==> images/pdn.png <==
Scale bar: 100 µm. Pins as bars on the die edge.
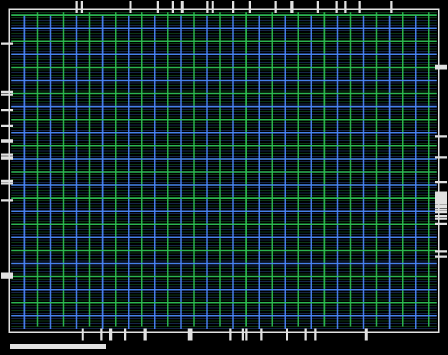
==> images/cell_classes.png <==
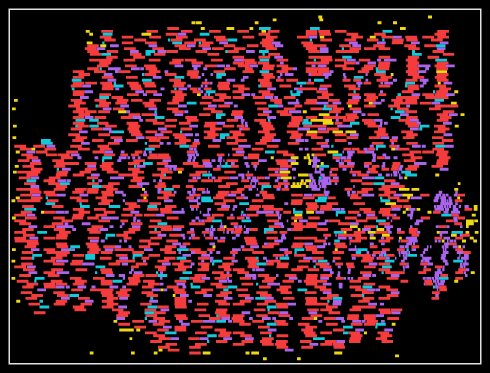
==> images/final_congestion.png <==
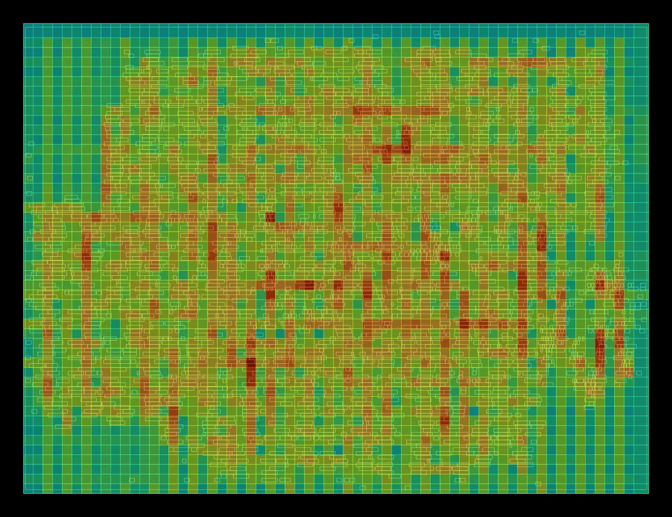
==> images/density.png <==
Scale bar: 100 µm. The die is cut into 22 by 17 equal tiles; black is low, pale yellow is high, 0 to 100% covered.
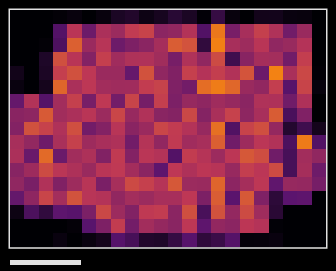
==> images/port_nets.png <==
Scale bar: 100 µm.
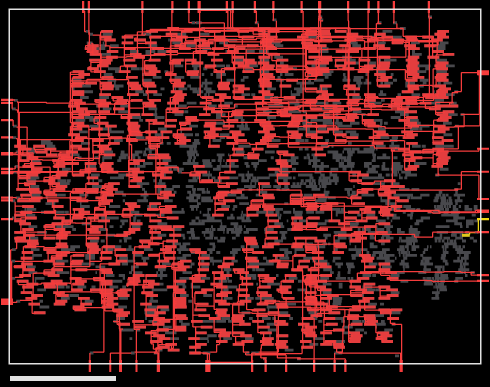
## src/rtl/uart_word_tx.sv

```systemverilog
// uart_word_tx: word FIFO feeding an 8N1 UART transmitter.
// Each FIFO word is sent as WORD_BYTES back-to-back frames, in the byte order
// chosen by MSB_FIRST. Each word starts either on an enable pulse or, with
// AUTO_MODE=1, automatically while the FIFO is non-empty.
// Ports:
//   clk, rst_n      - clock; synchronous active-low reset
//   fifo_din        - word to enqueue (8*WORD_BYTES bits)
//   fifo_wr_en      - write strobe; dropped when full (sets overflow)
//   fifo_full/empty - registered FIFO status
//   fifo_level      - registered word count (0..2^FIFO_AW)
//   overflow        - sticky dropped-write flag
//   enable          - start pulse (manual mode only)
//   uart_tx         - serial line, idle high
//   busy            - high from LOAD through the last stop bit
//   word_done       - 1-cycle pulse after the last stop bit of a word
module uart_word_tx #(
  parameter int BAUD_DIV   = 216,
  parameter int CNT_WIDTH  = 8,
  parameter int WORD_BYTES = 8,
  parameter int FIFO_AW    = 4,
  parameter int MSB_FIRST  = 0,
  parameter int AUTO_MODE  = 0
) (
  input  logic                    clk,
  input  logic                    rst_n,
  input  logic [8*WORD_BYTES-1:0] fifo_din,
  input  logic                    fifo_wr_en,
  output logic                    fifo_full,
  output logic                    fifo_empty,
  output logic [FIFO_AW:0]        fifo_level,
  output logic                    overflow,
  input  logic                    enable,
  output logic                    uart_tx,
  output logic                    busy,
  output logic                    word_done
);

  localparam int W     = 8 * WORD_BYTES;
  localparam int DEPTH = 1 << FIFO_AW;
  localparam logic [CNT_WIDTH-1:0] BAUD_LAST = CNT_WIDTH'(BAUD_DIV - 1);
  localparam logic [4:0]           LAST_BYTE = 5'(WORD_BYTES - 1);
  localparam logic [FIFO_AW:0]     FULL_LVL  = (FIFO_AW+1)'(DEPTH);

  typedef enum logic [2:0] {S_IDLE, S_LOAD, S_START, S_DATA, S_STOP} state_e;

  state_e                 state_q;
  logic [W-1:0]           mem [DEPTH];
  logic [FIFO_AW-1:0]     wptr_q, rptr_q;
  logic [FIFO_AW:0]       level_q, level_d;
  logic                   full_q, empty_q, ovf_q;
  logic [W-1:0]           pop_word_q, shreg_q, shreg_nxt;
  logic [7:0]             tx_byte_q, cur_byte;
  logic [2:0]             bit_cnt_q;
  logic [4:0]             byte_cnt_q;
  logic [CNT_WIDTH-1:0]   baud_cnt_q;
  logic                   tx_q, busy_q, done_q;
  logic                   baud_tick, last_byte, word_end, start_req, pop, wr_acc;

  assign baud_tick = (baud_cnt_q == BAUD_LAST);
  assign last_byte = (byte_cnt_q == LAST_BYTE);
  assign word_end  = (state_q == S_STOP) && baud_tick && last_byte;
  assign start_req = (AUTO_MODE != 0) || enable;
  // Pop from IDLE on a start request, or straight out of the last stop bit in
  // auto mode so the next word's LOAD follows word_done with no idle cycle.
  assign pop    = !empty_q && (((state_q == S_IDLE) && start_req) ||
                               (word_end && (AUTO_MODE != 0)));
  assign wr_acc = fifo_wr_en && !full_q;

  // Byte order is realised by shifting the word register toward the end that
  // is sent first.
  assign cur_byte  = (MSB_FIRST != 0) ? shreg_q[W-1 -: 8] : shreg_q[7:0];
  assign shreg_nxt = (MSB_FIRST != 0) ? (shreg_q << 8) : (shreg_q >> 8);

  always_comb begin
    level_d = level_q;
    case ({wr_acc, pop})
      2'b10:   level_d = level_q + (FIFO_AW+1)'(1);
      2'b01:   level_d = level_q - (FIFO_AW+1)'(1);
      default: level_d = level_q;
    endcase
  end

  // Storage is not reset; the pointers and level define what is valid.
  always_ff @(posedge clk) begin
    if (rst_n && wr_acc) mem[wptr_q] <= fifo_din;
  end

  always_ff @(posedge clk) begin
    if (!rst_n) begin
      wptr_q     <= '0;
      rptr_q     <= '0;
      level_q    <= '0;
      full_q     <= 1'b0;
      empty_q    <= 1'b1;
      ovf_q      <= 1'b0;
      pop_word_q <= '0;
    end else begin
      if (wr_acc) wptr_q <= wptr_q + FIFO_AW'(1);
      if (pop) begin
        rptr_q     <= rptr_q + FIFO_AW'(1);
        pop_word_q <= mem[rptr_q];
      end
      level_q <= level_d;
      full_q  <= (level_d == FULL_LVL);
      empty_q <= (level_d == '0);
      if (fifo_wr_en && full_q) ovf_q <= 1'b1;
    end
  end

  always_ff @(posedge clk) begin
    if (!rst_n) begin
      state_q    <= S_IDLE;
      tx_q       <= 1'b1;
      busy_q     <= 1'b0;
      done_q     <= 1'b0;
      shreg_q    <= '0;
      tx_byte_q  <= '0;
      bit_cnt_q  <= '0;
      byte_cnt_q <= '0;
      baud_cnt_q <= '0;
    end else begin
      done_q <= 1'b0;
      if (state_q == S_IDLE || state_q == S_LOAD || baud_tick) baud_cnt_q <= '0;
      else                                                     baud_cnt_q <= baud_cnt_q + CNT_WIDTH'(1);
      case (state_q)
        S_IDLE: begin
          if (pop) begin
            state_q <= S_LOAD;
            busy_q  <= 1'b1;
          end
        end
        S_LOAD: begin
          shreg_q    <= pop_word_q;
          byte_cnt_q <= '0;
          tx_q       <= 1'b0;
          state_q    <= S_START;
        end
        S_START: begin
          if (baud_tick) begin
            tx_byte_q <= cur_byte;
            shreg_q   <= shreg_nxt;
            tx_q      <= cur_byte[0];
            bit_cnt_q <= '0;
            state_q   <= S_DATA;
          end
        end
        S_DATA: begin
          if (baud_tick) begin
            if (bit_cnt_q == 3'd7) begin
              tx_q    <= 1'b1;
              state_q <= S_STOP;
            end else begin
              tx_q      <= tx_byte_q[1];
              tx_byte_q <= tx_byte_q >> 1;
              bit_cnt_q <= bit_cnt_q + 3'd1;
            end
          end
        end
        S_STOP: begin
          if (baud_tick) begin
            byte_cnt_q <= byte_cnt_q + 5'd1;
            if (last_byte) begin
              done_q <= 1'b1;
              if (pop) begin
                state_q <= S_LOAD;
              end else begin
                state_q <= S_IDLE;
                busy_q  <= 1'b0;
              end
            end else begin
              tx_q    <= 1'b0;
              state_q <= S_START;
            end
          end
        end
        default: state_q <= S_IDLE;
      endcase
    end
  end

  assign fifo_full  = full_q;
  assign fifo_empty = empty_q;
  assign fifo_level = level_q;
  assign overflow   = ovf_q;
  assign uart_tx    = tx_q;
  assign busy       = busy_q;
  assign word_done  = done_q;

endmodule

```

## config.mk

```make
export PLATFORM = sky130hd
export DESIGN_NAME = uart_word_tx
export DESIGN_NICKNAME = d
export VERILOG_FILES = /design/src/rtl/uart_word_tx.sv
export SDC_FILE = /design/constraint.sdc
export NUM_CORES = 1
export LEC_CHECK = 0
export CAP_MARGIN = 40
export CORE_ASPECT_RATIO = 0.75
export CORE_UTILIZATION = 31
export DETAILED_ROUTE_END_ITERATION = 10
export PLACE_DENSITY = 0.42
export SLEW_MARGIN = 20
export SYNTH_ARGS = -nofsm -noshare
export SYNTH_HDL_FRONTEND = slang
export SYNTH_SLANG_ARGS = --single-unit
```

## constraint.sdc

```tcl
create_clock -name clk -period 11.15 [get_ports clk]
set_input_delay 1.6725 -clock clk [delete_from_list [all_inputs] [get_ports clk]]
set_output_delay 1.6725 -clock clk [all_outputs]
set_load 0.05 [all_outputs]
```

==> flow_summary.toml <==
# synthesis and place-and-route metrics
[status]
status = "complete, no violations"

[route]
drt-initial-drc-count = 1592
via_per_inst = 4.91
highest_layer = "met5"
drc_errors = 0

[final_layout]
nNonClkBuffers = 158
diodes = 4
clock_buffers = 164
finalInstanceArea_um2 = 53500
top_register = "mem"
largestClassByArea = "flip-flops and latches"

[critical_path]
critPathKind = "input pin to register"
cp_top_family = "buffers and inverters"
cp.required_ns = 11.50
cp_max_fo = 42
reg2reg_depth = 6

[place]
placedCellCount = 4233
numPortBuffers = 78
place_area_um2 = 49400

[synth]
async_flop_share_pct = 0
ys_sh_xor_pct = 0.364
netlist.area_leader.share_pct = 67.3
synth-edff-count = 1024
ys_seq_share_pct = 74.9

[cts]
h-tree-depth = 3
cts_resized = 0
clk_pin_slew_worst_paths_ns = 0.06

[timing]
finalWorstPathRequiredPeriod_ns = 3.93
slew_viol_final = 0
finalSetupViolCount = 0
fin_crit_sh_pct = 35.3

[min_path]
min_from = "baud_cnt_q[0]"
min_to = "baud_cnt_q[0]"

[pwr]
switching_share_pct = 25.0

[global_route]
grt-ovfl-total = 0
Back to the opening pictures, pdn.png:
[VSS] blue
[VDD] green
rows: 121
met1 rails: 122
met4 straps: 32
maximum VDD drop: 0.000118 V
core area: 146000 µm²

Back to the opening pictures, cell_classes.png:
[clock drivers and dummy loads] cyan | cells: 227
[other buffers and delay cells] yellow | cells: 158
[flops] red | cells: 1197
[all other logic] purple | cells: 923

Back to the opening pictures, final_congestion.png:
grt met1 use: 23.9%
Tot GR Track Use: 15.7%
utilization after layout: 36.7%

Back to the opening pictures, density.png:
fullest tile: 72%
nearly empty tiles: 12%
mean over tiles: 34%

Back to the opening pictures, port_nets.png:
[`fifo_din`] red | bits: 64 | direction: input | end cells: 1024 | wire: 19400 µm
[`word_done`] yellow | bits: 1 | direction: output | end cells: 1 | wire: 20.3 µm

